Fig. 1: congestion heat map
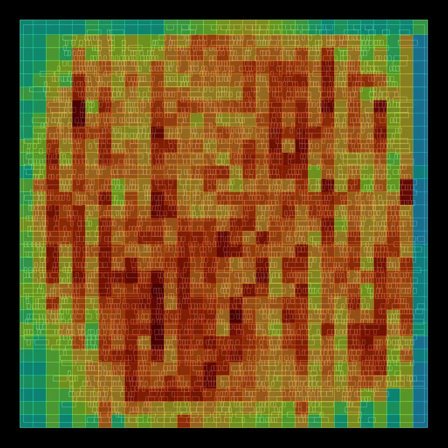
Fig. 2: pin placement
Pins as bars across the die edge, other pins in gray.
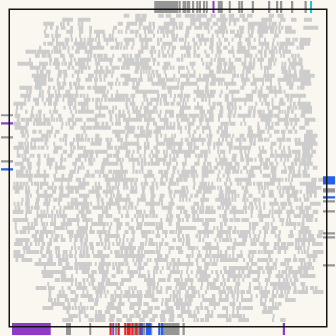
Fig. 3: signal wires on met3
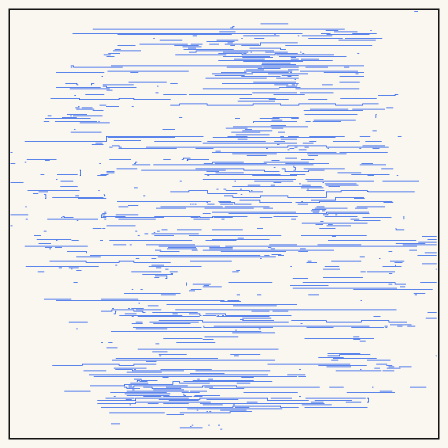
Fig. 4: metal layers overlaid
Two of the layers only.
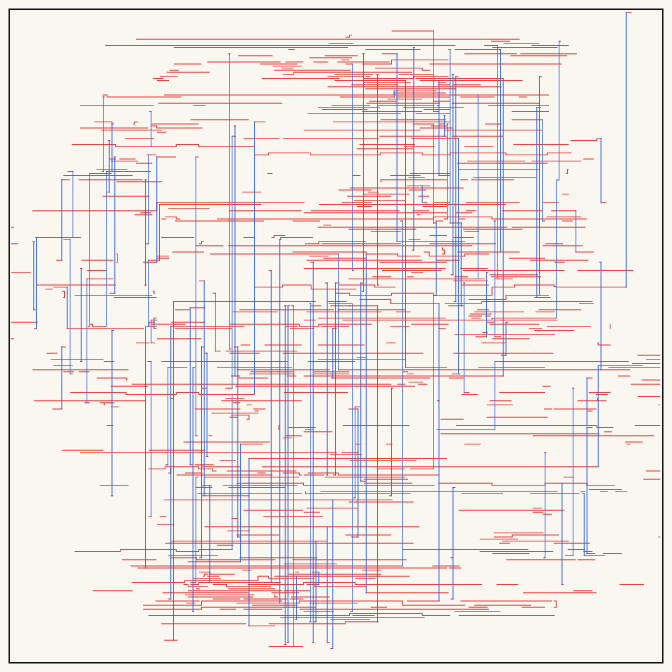
Fig. 5: where the registers sit
Other cells in gray.
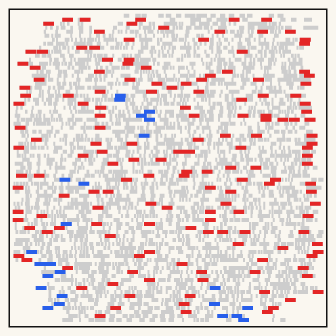
Design msrv32_hpm_counter_bank, sky130hd; sources not shown.
==> run notes <==
run results: commonest non-fill, non-tap cells in the layout=nand2_1 (1238), nor2_1 (675), inv_1 (420), CP Data Required Time=approximately 4300 ps, Hold/Removal Path Class=in -> reg, slack of the worst reg-to-reg path=~2400 ps, Adder Share, Synth=less than 1%, total clock network power=1.55 mW, count of library flops with an enable pin=0, critical-path maximum fanout=32, insertion delay to the later sink of the worst-skew pair=around 520 ps, number of multi-input combinational cells in the layout=about 3.0k, antenna violations before repair=0, peak supply drop=between 150 and 200 µV, highest-utilization routing layer at the global route stage=met2, TritonCTS Buffers=17, placeable core region=44220 µm², grt met1 use=50.69%, fraction of power consumed by combinational cells=a little over an eighth, non-filler instance count after layout=approximately 4.4k, pin slew with the least headroom to its limit=about 900 ps, main kind of combinational logic by area=simple AND/OR/NAND/NOR gates, antenna diode count=3, Sw Pwr=1.067 mW, largest class=combinational gates, post-place setup slack=~210 ps, remaining antenna violation count after routing=0, library cell with the largest summed area after synthesis=nand2_1, portion of total power attributed to sequential cells=43.2%, ao+oa area frac=approximately an eighth, number of failing hold endpoints at the final stage=0, Power Internal=around 2.5 mW, multi-input gate share of the layout cell area=between 60% and 70%, share of cell area taken by muxes after synthesis=0%, signal arrival time at the worst endpoint=roughly 4200 ps, kind of start point of the critical path=input pin, final critical-path share of the clock period=a little over nine tenths, number of levels the H-tree was split into=4, Clock Sinks=184, reported max-cap violation count=0, post-layout total power=approximately 3.5 mW, top achievable clock speed=between 200 and 250 MHz, TritonCTS clock tree=done, number of unique standard cell types used by synthesis=approximately 50, Mapped Cells=approximately 3.8k, cell total in the yosys stat output=3829, number of register bits inferred by synthesis=184, initial detailed-routing violation count=roughly 3.3k, count of inverters other than clock inverters in the layout=between 400 and 500, largest net degree at the start of global routing=around 61, met2 WL=between 30000 and 40000 µm, via density per instance=about 5.7, post-placement cell count=4381, Min Clock Period, post-route=4707 ps, CTS resizes=0, I/O pin count=about 130, Clock power frac=between 40% and 50%, detailed-routed wire length on met3=approximately 10000 µm, hold-critical path depth=3, Post-Syn Area=a little over 20000 µm², path length in cells of the critical path=14, Clk pin slew, worst setup/hold paths=70 ps, Total Nets Final=3901, Main power group=clock, simple-gate share of the synthesized area=54.77%, Log Warnings=53, number of cells on the worst reg-to-reg path=11, layout-stage area growth over the synthesis result=7.803%, buffer share of cell area=under 10%, Overflow after GRT=0, Root Driver=clkbuf_16, wire length of the first global-routing pass=approximately 140000 µm, DR DRC count=0, total negative slack for setup checks=0 ps, run status=complete, no violations, hold slack final=between 300 and 400 ps, count of buffers added by post-CTS timing repair for setup=0, slowest cell on the critical path=clkdlybuf4s50_1, library cell with the highest instance count after synthesis=nand2_1, endpoint type of the worst setup path=primary output, part of the Yosys area used for sequential elements=between 15 and 20%, tap cell count=~600, total iterations of the first detailed-routing run=6, total of endpoints with negative setup slack in the final report=0, combinational gate area=~14000 µm², leakage=~9.5 nW, count of clock buffers in the final design=21, number of global-route vias before repair=about 22k, Setup Skew=about 15 ps, YS chip area=20160 µm², HPWL Detailed=a little under 70000 µm, switch share=a little under a third, CTS Buffer Depth=2, detailed-routing wirelength on met1=roughly 37000 µm, final estimated routing congestion in global placement=a little over 1, post-synth top area share=between 20% and 30%, buffers and inverters on the worst path=5, count of sequential standard cells=approximately 180, smallest setup slack after layout=between 90 and 100 ps, cell with the most instances on the worst path=nand2_1, DR top layer=met4
Notes on Fig. 1 above:
Layout Utilization: 49.14%
final routed wire length divided by cell count: 20.82 µm
global-route met2 utilization: 57.49%

Notes on Fig. 2 above:
mcountinhibit_in: drawn in purple, pins 32, direction input, edge 30 bottom, 1 left, 1 top. events_in: drawn in red, pins 8, direction input, edge bottom. csr_addr_in: drawn in blue, pins 12, direction input, edge 6 bottom, 5 right, 1 left. clk_in: drawn in cyan, pins 1, direction input, edge top.
All pins by edge: 69 bottom, 41 top, 12 right, 5 left.
# port buffers: 98
DIE WIDTH: 214.6 µm
chip height: 214.6 µm

Notes on Fig. 3 above:
The wires run mostly horizontal. The layer carries 10400 µm of wire. 412 nets have wire on it. The layer holds 11% of the routed length.
final wirelength: 91880 µm
grt met3 use: 10.50%

Notes on Fig. 4 above:
met3: drawn in red, wire length 10400 µm. met4: drawn in blue, wire length 5960 µm.
routed via count: 25.02k
overall global routing resource usage: 39.02%

Notes on Fig. 5 above:
g_hpm.u_counter/r_evt: drawn in blue, placed flops 24. g_hpm.u_counter/r_cnt: drawn in red, placed flops 160, where all over the die.
sequential portion of the cell area: 16.95%
total area of sequential cells: 3684 µm²
sequential-cell power consumption: 1.53 mW

Power figures rest on the tool's default switching activity, not on a simulated workload.
